==> images/met1.png <==
Cells faint in the background.
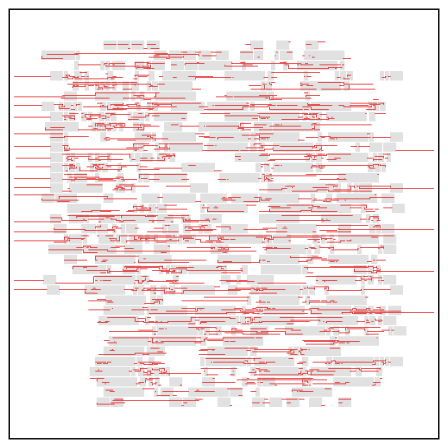
==> images/met3.png <==
Cells faint in the background.
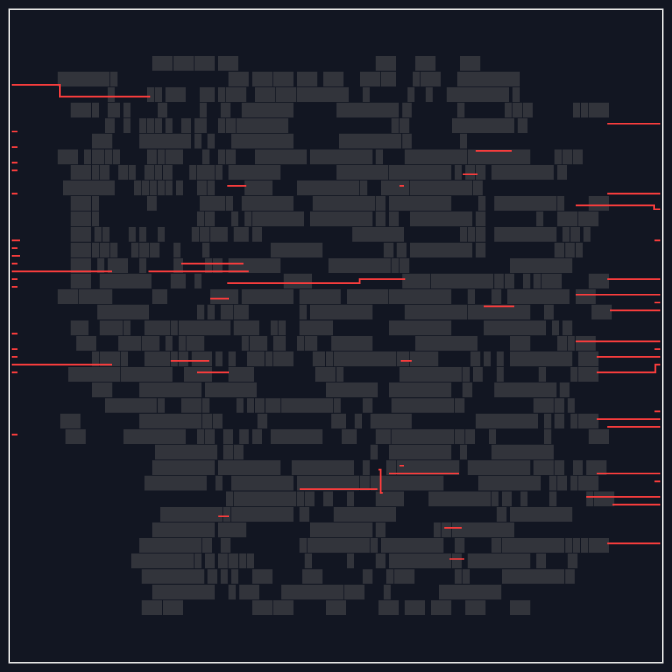
==> images/met4.png <==
Scale bar: 20 um. Cells faint in the background.
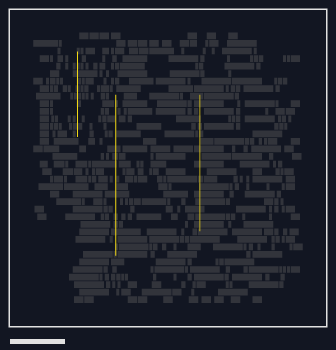
==> images/met2.png <==
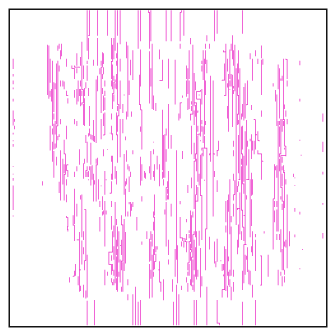
File: config.mk
export PLATFORM = sky130hd
export DESIGN_NAME = qs_fetch
export DESIGN_NICKNAME = d
export VERILOG_FILES = /design/src/rtl/qs_insts_pkg.sv /design/src/rtl/qs_fetch_fifo.sv /design/src/rtl/qs_fetch.sv
export SDC_FILE = /design/constraint.sdc
export NUM_CORES = 1
export LEC_CHECK = 0
export ABC_AREA = 1
export CORE_MARGIN = 8
export CORE_UTILIZATION = 44
export CTS_BUF_LIST = sky130_fd_sc_hd__clkbuf_8
export CTS_CLUSTER_SIZE = 25
export DETAILED_ROUTE_END_ITERATION = 12
export GPL_TIMING_DRIVEN = 1
export MAX_ROUTING_LAYER = met4
export PLACE_DENSITY_LB_ADDON = 0.05
export SLEW_MARGIN = 20
export SYNTH_ARGS = -nofsm -noshare
export SYNTH_HDL_FRONTEND = slang
export SYNTH_SLANG_ARGS = --single-unit
File: constraint.sdc
create_clock -name clk -period 2.6 [get_ports clk]
set_input_delay 0.39 -clock clk [delete_from_list [all_inputs] [get_ports clk]]
set_output_delay 0.39 -clock clk [all_outputs]
set_load 0.01 [all_outputs]
File: src/rtl/qs_insts_pkg.sv
// Shared instruction types for the qs sequencer core, plus the fetch-stage
// state encoding and the WAIT decoder used by qs_fetch.
package qs_insts_pkg;

  typedef logic [7:0]  pc_t;
  typedef logic [15:0] inst_t;

  typedef enum logic [3:0] {
    OP_NOP   = 4'h0,
    OP_LOAD  = 4'h1,
    OP_STORE = 4'h2,
    OP_ADD   = 4'h3,
    OP_SUB   = 4'h4,
    OP_JUMP  = 4'h8,
    OP_CALL  = 4'h9,
    OP_RET   = 4'hA,
    OP_CNTRL = 4'hF
  } opcode_t;

  localparam inst_t NOP_INST = 16'h0000;
  localparam int    WAIT_BIT = 11;

  typedef enum logic {
    IDLE  = 1'b0,
    FETCH = 1'b1
  } fetch_state_t;

  typedef struct packed {
    pc_t   pc;
    inst_t inst;
  } fetch_entry_t;

  // A CNTRL word with bit 11 clear halts fetch after itself.
  function automatic logic is_wait(inst_t inst);
    return (opcode_t'(inst[15:12]) == OP_CNTRL) && !inst[WAIT_BIT];
  endfunction

endpackage

File: src/rtl/qs_fetch_fifo.sv
// Output buffer of the fetch stage: synchronous FIFO of {pc, inst} entries,
// head visible combinationally, flush has priority over push.
module qs_fetch_fifo
  import qs_insts_pkg::*;
#(
  parameter int DEPTH = 3
) (
  input  logic                         clk,
  input  logic                         rst_n,
  input  logic                         push,
  input  fetch_entry_t                 push_data,
  input  logic                         pop,
  input  logic                         flush,
  output logic [$clog2(DEPTH+1)-1:0]   count,
  output fetch_entry_t                 head
);

  localparam int CNT_W = $clog2(DEPTH + 1);
  localparam int PTR_W = (DEPTH > 1) ? $clog2(DEPTH) : 1;

  fetch_entry_t     mem [DEPTH];
  logic [PTR_W-1:0] rd_ptr;
  logic [PTR_W-1:0] wr_ptr;
  logic             push_en;
  logic             pop_en;

  function automatic logic [PTR_W-1:0] ptr_inc(logic [PTR_W-1:0] p);
    return (p == PTR_W'(DEPTH - 1)) ? '0 : p + 1'b1;
  endfunction

  always_comb begin
    pop_en  = pop && (count != '0);
    push_en = push && ((count != CNT_W'(DEPTH)) || pop_en);
    head    = mem[rd_ptr];
  end

  // NOTE: the storage array has no reset; only pointers and count do, and
  // consumers must qualify the head with count != 0.
  always_ff @(posedge clk) begin
    if (push_en && !flush) begin
      mem[wr_ptr] <= push_data;
    end
  end

  always_ff @(posedge clk or negedge rst_n) begin
    if (!rst_n) begin
      rd_ptr <= '0;
      wr_ptr <= '0;
      count  <= '0;
    end else if (flush) begin
      rd_ptr <= '0;
      wr_ptr <= '0;
      count  <= '0;
    end else begin
      if (push_en) wr_ptr <= ptr_inc(wr_ptr);
      if (pop_en)  rd_ptr <= ptr_inc(rd_ptr);
      count <= count + CNT_W'(push_en) - CNT_W'(pop_en);
    end
  end

endmodule

File: src/rtl/qs_fetch.sv
// Instruction fetch stage: owns the PC, issues single-cycle-latency imem reads,
// buffers responses and hands {pc, inst} to decode; stops after a WAIT.
module qs_fetch
  import qs_insts_pkg::*;
#(
  parameter pc_t RESET_PC   = 8'h00,
  parameter int  FIFO_DEPTH = 3
) (
  input  logic  clk,
  input  logic  rst_n,
  input  logic  start_vld,
  input  pc_t   start_pc,
  input  logic  redirect_vld,
  input  pc_t   redirect_pc,
  output logic  imem_ren,
  output pc_t   imem_raddr,
  input  inst_t imem_rdata,
  output logic  fetch_vld,
  output inst_t fetch_inst,
  output pc_t   fetch_pc,
  input  logic  fetch_accept,
  output logic  busy
);

  localparam int             CNT_W   = $clog2(FIFO_DEPTH + 1);
  localparam logic [CNT_W:0] DEPTH_L = (CNT_W + 1)'(FIFO_DEPTH);

  fetch_state_t     state, state_d;
  pc_t              pc, pc_d;
  logic             infl_vld, infl_vld_d;
  pc_t              infl_pc, infl_pc_d;
  logic             infl_live, infl_live_d;

  logic [CNT_W-1:0] count;
  logic [CNT_W:0]   occ;
  fetch_entry_t     head;
  fetch_entry_t     push_data;
  logic             resp_live;
  logic             resp_wait;
  logic             issue;
  logic             pop;

  // Occupancy uses registered count and inflight only, so fetch_accept never
  // reaches imem_ren combinationally.
  always_comb begin
    occ       = {1'b0, count} + (CNT_W + 1)'(infl_vld);
    resp_live = infl_vld && infl_live && !redirect_vld;
    resp_wait = resp_live && is_wait(imem_rdata);
    issue     = (state == FETCH) && (occ < DEPTH_L) && !redirect_vld;
    push_data = '{pc: infl_pc, inst: imem_rdata};
    pop       = fetch_vld && fetch_accept && !redirect_vld;
  end

  // NOTE: every signal is given a default before the branches so this block
  // can never infer a latch.
  always_comb begin
    state_d     = state;
    pc_d        = pc;
    infl_vld_d  = issue;
    infl_pc_d   = pc;
    infl_live_d = !resp_wait;
    if (redirect_vld) begin
      state_d = FETCH;
      pc_d    = redirect_pc;
    end else begin
      unique case (state)
        IDLE: begin
          if (start_vld) begin
            state_d = FETCH;
            pc_d    = start_pc;
          end
        end
        FETCH: begin
          if (issue)     pc_d    = pc + 8'd1;
          if (resp_wait) state_d = IDLE;
        end
        default: state_d = IDLE;
      endcase
    end
  end

  // NOTE: sequential state uses non-blocking assignments only, so every
  // register samples the pre-edge values regardless of evaluation order.
  always_ff @(posedge clk or negedge rst_n) begin
    if (!rst_n) begin
      state     <= IDLE;
      pc        <= RESET_PC;
      infl_vld  <= 1'b0;
      infl_pc   <= '0;
      infl_live <= 1'b0;
    end else begin
      state     <= state_d;
      pc        <= pc_d;
      infl_vld  <= infl_vld_d;
      infl_pc   <= infl_pc_d;
      infl_live <= infl_live_d;
    end
  end

  qs_fetch_fifo #(
    .DEPTH (FIFO_DEPTH)
  ) u_fifo (
    .clk       (clk),
    .rst_n     (rst_n),
    .push      (resp_live),
    .push_data (push_data),
    .pop       (pop),
    .flush     (redirect_vld),
    .count     (count),
    .head      (head)
  );

  // Head fields are forced to NOP/0 when empty so stale storage never leaks.
  always_comb begin
    imem_ren   = issue;
    imem_raddr = pc;
    fetch_vld  = (count != '0);
    fetch_inst = fetch_vld ? head.inst : NOP_INST;
    fetch_pc   = fetch_vld ? head.pc : '0;
    busy       = (state == FETCH) || fetch_vld || infl_vld;
  end

endmodule

==> flow_summary.ini <==
; flow metrics
[run_status]
status = complete, no violations

[worst_setup_path]
rrSetupSlack_ns = 0.54
worstSetupStartpoint = u_fifo.count[1]$_DFF_PN0_
reg2reg_to = u_fifo.mem[2][2]$_DFFE_PP_
cp_max_fo = 26
endpoint_kind = output pin
crit_type = register to output pin
required_ns = 2.21
cp_slowest_stage_delay_ns = 0.53
rr_worst_depth = 7
cp-endpoint = fetch_pc[4]
critPathSlowestCell = clkdlybuf4s50_1
crit_path_start_kind = register
arrival_ns = 2.03

[die]
fp_util_pct = 44.33
io_pins = 72
core_mm2 = 0.009549

[yosys]
simple_gate_area_share_pct = 22.41
adder_share_pct = 1.478
async_flop_share_pct = 25.77
synthAoiAreaFrac_pct = 2.542
ys.flop_type = edfxtp_1
syn_inst = 396
syn-num-nets = 438
post_synth.cell_area_avg_um2 = 10.69
ys_seq_share_pct = 65.86
synthTopCellsByArea = edfxtp_1, dfrtp_1, nand3_1
yosysChipArea_mm2 = 0.004233
synth-seq-cells = 97
top_cell = nand2_1
ys_cells = 396
ys_types = 26

[route]
dr_total_vias = 2939
viasPerCell = 4.834
firstDrtPassIters = 4
top_layer = met4
wl_met3_um = 367
m1WireLength_um = 4148
drc = 0
drt_iter0_drc = 136

[final_layout]
drive_above_1_share_pct = 9.684
diodes = 0
final_nets = 512
logic_area_mm2 = 0.001160
area_growth_pct = 27.61
stdcell_area_mm2 = 0.005401
largest_register_ffs = 72

[place]
pre_cts_ws_ns = 0.3800
hpwl_um = 5719
postPlaceCellArea_mm2 = 0.005136
numPlacedInstances = 592

[global_routing]
grt_use_total_pct = 14.71
grt_pass1_wl_um = 14490
grt.overflow.total = 0
antenna_found_initial = 0
use_met2_pct = 22.52

[clock_tree]
numClockSinks = 97
cts-root-buf = clkbuf_8
clkTransAtPathRegs_ns = 0.10
htreeDepth = 3
clock_path_buffers = 2
cts_tree = built

[final_timing]
rsz0062_at_grt = false
tns_ns = 0
min_period_ns = 2.424
setup_ws_ns = 0.1760
worstMarginPinSlew_ns = 0.5330
relSlewSlack_pct = 64.42

[run]
tool_warnings = 26

[power]
irDropWorstVdd_mv = 0.3817
total_power_mw = 4.750
About met1.png:
share of all routed wire: 47%
nets with wire on the layer: 467
main direction: horizontal
wire length on this layer: 4150 um

About met3.png:
main direction: horizontal
nets with wire on the layer: 49
wire length on this layer: 367 um

About met4.png:
nets with wire on the layer: 2
share of all routed wire: 1.6%
wire length on this layer: 137 um

About met2.png:
main direction: vertical
nets with wire on the layer: 367

[area by class of cell]
type / count / share of cell area (%)
Clock inverter: 7 / 2.618
Timing Repair Buffer: 82 / 15.59
Inverter: 47 / 3.336
Multi-Input combinational cell: 233 / 21.47
Tap cell: 133 / 3.081
Sequential cell: 97 / 51.61
Clock buffer: 9 / 2.293
[worst reg2reg max path: stages, from the launching register on]
cell	delay, ns
dfrtp_1	0.43
nor2_1	0.09
inv_2	0.40
nand3_2	0.19
nand3_2	0.14
nand2_2	0.11
nor3_4	0.17
buf_12	0.22
[power breakdown]
| group | switching [mW] | internal, mW | total (mW) |
|---|---|---|---|
| clock network | 0.521 | 0.740 | 1.26 |
| registers | 0.170 | 1.93 | 2.10 |
| logic | 0.741 | 0.649 | 1.39 |
